--- src/rtl/axiuart_txarb.sv ---
// Two-source UART transmit arbiter: command bytes (bit7=1) and console bytes (bit7=0)
// share one transmitter through a single-byte holding register with bounded bursts.
module axiuart_txarb #(
    parameter int LGMAXBURST                  = 2,
    parameter bit CMD_PORT_OFF_UNTIL_ACCESSED = 1'b1
) (
    input  logic       S_AXI_ACLK,
    input  logic       S_AXI_ARESETN,
    input  logic       i_rx_stb,
    input  logic [7:0] i_rx_data,
    input  logic       i_cmd_stb,
    input  logic [6:0] i_cmd_data,
    output logic       o_cmd_busy,
    input  logic       i_console_stb,
    input  logic [6:0] i_console_data,
    output logic       o_console_busy,
    output logic       o_tx_stb,
    output logic [7:0] o_tx_data,
    input  logic       i_tx_busy,
    output logic       o_cmd_active,
    output logic [1:0] o_owner,
    output logic [7:0] o_drop_count
);

    localparam int CW = LGMAXBURST + 1;
    localparam logic [CW-1:0] MAXBURST = CW'(2 ** LGMAXBURST);

    typedef enum logic [1:0] {
        OWN_NONE = 2'b00,
        OWN_CMD  = 2'b01,
        OWN_CON  = 2'b10
    } owner_t;

    owner_t          owner, owner_d, grantee;
    logic [CW-1:0]   cnt, cnt_d;
    logic            full, full_d;
    logic [7:0]      data, data_d;
    logic            cmd_active;
    logic [7:0]      drop_count;
    logic            cmd_req, con_req;
    logic            grant_cmd, grant_con;
    logic            unused_rx;

    function automatic logic [CW-1:0] sat_inc_cnt(input logic [CW-1:0] v);
        return (v >= MAXBURST) ? MAXBURST : v + CW'(1);
    endfunction

    function automatic logic [7:0] sat_inc8(input logic [7:0] v);
        return (v == 8'hFF) ? v : v + 8'd1;
    endfunction

    // Only the MSB of a received byte matters: it marks host command traffic.
    assign unused_rx = ^i_rx_data[6:0];

    assign cmd_req = !full && i_cmd_stb && cmd_active;
    assign con_req = !full && i_console_stb;

    always_comb begin
        grant_cmd = 1'b0;
        grant_con = 1'b0;
        if (cmd_req && con_req) begin
            case (owner)
                OWN_CMD: begin
                    if (cnt < MAXBURST) grant_cmd = 1'b1;
                    else                grant_con = 1'b1;
                end
                OWN_CON: begin
                    if (cnt < MAXBURST) grant_con = 1'b1;
                    else                grant_cmd = 1'b1;
                end
                default: grant_cmd = 1'b1;
            endcase
        end else begin
            grant_cmd = cmd_req;
            grant_con = con_req;
        end
    end

    always_comb begin
        full_d  = full;
        data_d  = data;
        owner_d = owner;
        cnt_d   = cnt;
        grantee = grant_cmd ? OWN_CMD : OWN_CON;
        if (full) begin
            if (!i_tx_busy) full_d = 1'b0;
        end else if (grant_cmd || grant_con) begin
            full_d = 1'b1;
            data_d = grant_cmd ? {1'b1, i_cmd_data} : {1'b0, i_console_data};
            if (owner == grantee) begin
                cnt_d = sat_inc_cnt(cnt);
            end else begin
                owner_d = grantee;
                cnt_d   = CW'(1);
            end
        end else begin
            // Idle line ends any burst so the next contention starts fresh.
            owner_d = OWN_NONE;
            cnt_d   = '0;
        end
    end

    always_ff @(posedge S_AXI_ACLK or negedge S_AXI_ARESETN) begin
        if (!S_AXI_ARESETN) begin
            full  <= 1'b0;
            data  <= 8'h00;
            owner <= OWN_NONE;
            cnt   <= '0;
        end else begin
            full  <= full_d;
            data  <= data_d;
            owner <= owner_d;
            cnt   <= cnt_d;
        end
    end

    // With the parameter clear, the flag resets to 1 and can never fall.
    always_ff @(posedge S_AXI_ACLK or negedge S_AXI_ARESETN) begin
        if (!S_AXI_ARESETN) begin
            cmd_active <= !CMD_PORT_OFF_UNTIL_ACCESSED;
        end else if (i_rx_stb && i_rx_data[7]) begin
            cmd_active <= 1'b1;
        end
    end

    always_ff @(posedge S_AXI_ACLK or negedge S_AXI_ARESETN) begin
        if (!S_AXI_ARESETN) begin
            drop_count <= 8'h00;
        end else if (!cmd_active && i_cmd_stb) begin
            drop_count <= sat_inc8(drop_count);
        end
    end

    assign o_cmd_busy     = cmd_active && (full || !grant_cmd);
    assign o_console_busy = full || !grant_con;
    assign o_tx_stb       = full;
    assign o_tx_data      = data;
    assign o_cmd_active   = cmd_active;
    assign o_owner        = owner;
    assign o_drop_count   = drop_count;

endmodule

--- config.mk ---
export PLATFORM = sky130hd
export DESIGN_NAME = axiuart_txarb
export DESIGN_NICKNAME = d
export VERILOG_FILES = /design/src/rtl/axiuart_txarb.sv
export SDC_FILE = /design/constraint.sdc
export NUM_CORES = 1
export LEC_CHECK = 0
export CAP_MARGIN = 5
export CORE_ASPECT_RATIO = 2
export CORE_MARGIN = 1.5
export CORE_UTILIZATION = 47
export CTS_BUF_LIST = sky130_fd_sc_hd__clkbuf_8
export DETAILED_ROUTE_END_ITERATION = 7
export PLACE_DENSITY = 0.94
export SYNTH_ARGS = -nofsm -noshare
export SYNTH_HDL_FRONTEND = slang
export SYNTH_SLANG_ARGS = --single-unit
--- constraint.sdc ---
create_clock -name S_AXI_ACLK -period 3.6 [get_ports S_AXI_ACLK]
set_input_delay 0.72 -clock S_AXI_ACLK [delete_from_list [all_inputs] [get_ports S_AXI_ACLK]]
set_output_delay 0.72 -clock S_AXI_ACLK [all_outputs]
set_load 0.03 [all_outputs]
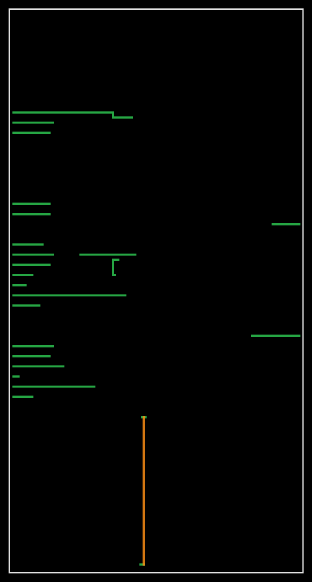
**Above:** routed metal, one color a layer.
Two of the layers only.
legend:
  M3:
    color: green
    wire_length: 124 µm
  M4:
    color: orange
    wire_length: 19.7 µm

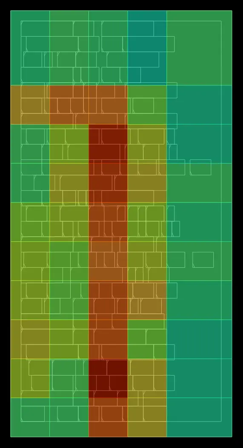
**Above:** routing congestion map.
GRT Total Usage: 0.206
layer with the highest usage: met2
global routing usage on met3: 0.0413
drt wl/cell: 15.2 µm

==> flow_summary_export.csv <==
group,metric,value,unit
final_timing,finalCriticalPeriod,3150,ps
layout,fin_area,1700,µm²
min_path,holdPathEnd,"o_drop_count[6]$_DFFE_PN0P_",
final_timing,clock_skew,3.13,ps
yosys,async_flop_share,1.00,
routing,dr.pass1.iters,4,
place,dp_hpwl,2020,µm
yosys,syn_nets,134,
layout,fillers,165,
setup_path,required,2880,ps
yosys,syn_area_per_cell,12.2,µm²
clock_network,clock_latency,260,ps
job,maxCapViolCount,0,
routing,drc,0,
yosys,ys_chip_area,1230,µm²
clock_network,cts_resized,0,
die,rows,26,
power_and_ir_drop,power.total,0.00123,W
setup_path,r2r_end,"o_tx_data[2]$_DFFE_PN0P_",
clock_network,cts_max_path_buffers,2,
global_route,use_met1,0.253,
power_and_ir_drop,power.density,725,nW/µm²
clock_network,cts.sinks,23,
min_path,min-delay-start,"o_drop_count[6]$_DFFE_PN0P_",
job,warnings,36,
routing,vias,921,
setup_path,rrSetupSlack,1560,ps
clock_network,cts_setup_buffers,0,
outcome,status,"finished clean",
final_timing,fin_crit_sh,0.874,
clock_network,clk_pin_slew,80,ps
die,core,2500,µm²
final_timing,fin_setup_tns,0,ps
die,ioPinCount,50,
setup_path,path_delay_family,"buffers and inverters",
final_timing,rsz0062_at_grt,"no",
clock_network,hold_buffers,0,
final_timing,maxSlewHeadroom,0.334,
clock_network,cts_made_buffers,3,
setup_path,start_kind,"input pin",
power_and_ir_drop,vdd_drop_max,497,µV
setup_path,criticalPathCategory,"in -> out",
die,dieHeight,75.3,µm
yosys,synth_cells,101,
global_route,grt-ovfl-total,0,
place,port_buffers,42,
min_path,min_path_cells,1,
setup_path,cp_cell_sequence,"clkdlybuf4s50_1, nand3b_4, a31oi_2, and2b_2, clkdlybuf4s50_1",
global_route,antenna_found_initial,0,
final_timing,maxSlewViolCount,0,
final_timing,fin_hold_ws,492,ps
yosys,ys.warnings.count,0,
clock_network,clock-root-buffer,"clkbuf_8",
yosys,synth_area,1230,µm²
yosys,flop_cell,"dfrtp_1",
place,placed_area,1660,µm²
[metal layers]
metal  vias to the layer above  part of all wire
met5                         -                 0
met4                         0            0.0072
met3                         2             0.047
met2                        26              0.57
met1                       450              0.38
li1                        443                 -
[cell type report]
| cell class | count | area (µm²) | area share |
|---|---|---|---|
| Multi-Input combinational cell | 68 | 592 | 0.348 |
| Tap cell | 28 | 35.0 | 0.0206 |
| Inverter | 7 | 26.3 | 0.0154 |
| Timing Repair Buffer | 43 | 428 | 0.251 |
| Clock buffer | 3 | 41.3 | 0.0242 |
| Sequential cell | 23 | 576 | 0.338 |
| Clock inverter | 1 | 5.00 | 0.00294 |
[how the worst max path moves through the flow]
stage	from	slack, ps	end
after floorplan	o_owner[0]$_DFFE_PN0P_	1120	o_console_busy
after global placement	i_console_stb	510	o_cmd_busy
after detailed placement	i_console_stb	480	o_cmd_busy
after CTS	i_console_stb	460	o_cmd_busy
after global routing	i_cmd_stb	400	o_cmd_busy
final	i_cmd_stb	450	o_cmd_busy
[metrics by stage]
step	worst slack (ps)	util
final	454	0.680
after global routing	399	0.680
after CTS	461	0.680
after detailed placement	479	0.661
after global placement	509	0.661
after floorplan	1120	-
[cell usage in the layout, fill, tap and decap left out, types with 2 or more instances in the layout]
master,count
a21o_2,3
and2b_2,2
and3_1,2
clkbuf_8,3
clkdlybuf4s50_1,42
dfrtp_1,23
ha_1,5
inv_1,7
mux2_1,5
mux2_2,10
mux2i_1,3
nand2_1,7
nand4_1,3
nor2_1,2
o21ai_0,3
xnor2_1,6
[sequential cells by signal, summed over array words and instances (netlist names)]
name	count
cnt	3
o_tx_stb	1
o_tx_data	8
o_drop_count	8
o_owner	2
o_cmd_active	1
[synth_stat cells, types with 2 or more instances]
master | count | area share
inv_1 | 7 | 0.021
mux2_1 | 5 | 0.046
dfrtp_1 | 23 | 0.47
nand4_1 | 3 | 0.015
nand2_1 | 7 | 0.021
mux2i_1 | 3 | 0.024
buf_6 | 3 | 0.028
xnor2_1 | 6 | 0.043
ha_1 | 5 | 0.051
and2b_2 | 2 | 0.014
and3_1 | 2 | 0.010
nor2_1 | 2 | 0.0061
o21ai_0 | 3 | 0.012
a21o_2 | 3 | 0.021
mux2_2 | 10 | 0.092
[cells by family after synthesis]
kind of cell    after synthesis  synth area share
compound gates               13            0.0907
simple gates                 25             0.128
flops                        23             0.469
xor+xnor                      7            0.0500
buf+inv                      10            0.0489
mux                          18             0.162
fa+ha+maj                     5            0.0510
[power breakdown]
group / internal, W / switching, W
logic: 0.000306 / 0.000348
clock network: 0.0000770 / 0.0000767
registers: 0.000345 / 0.0000810
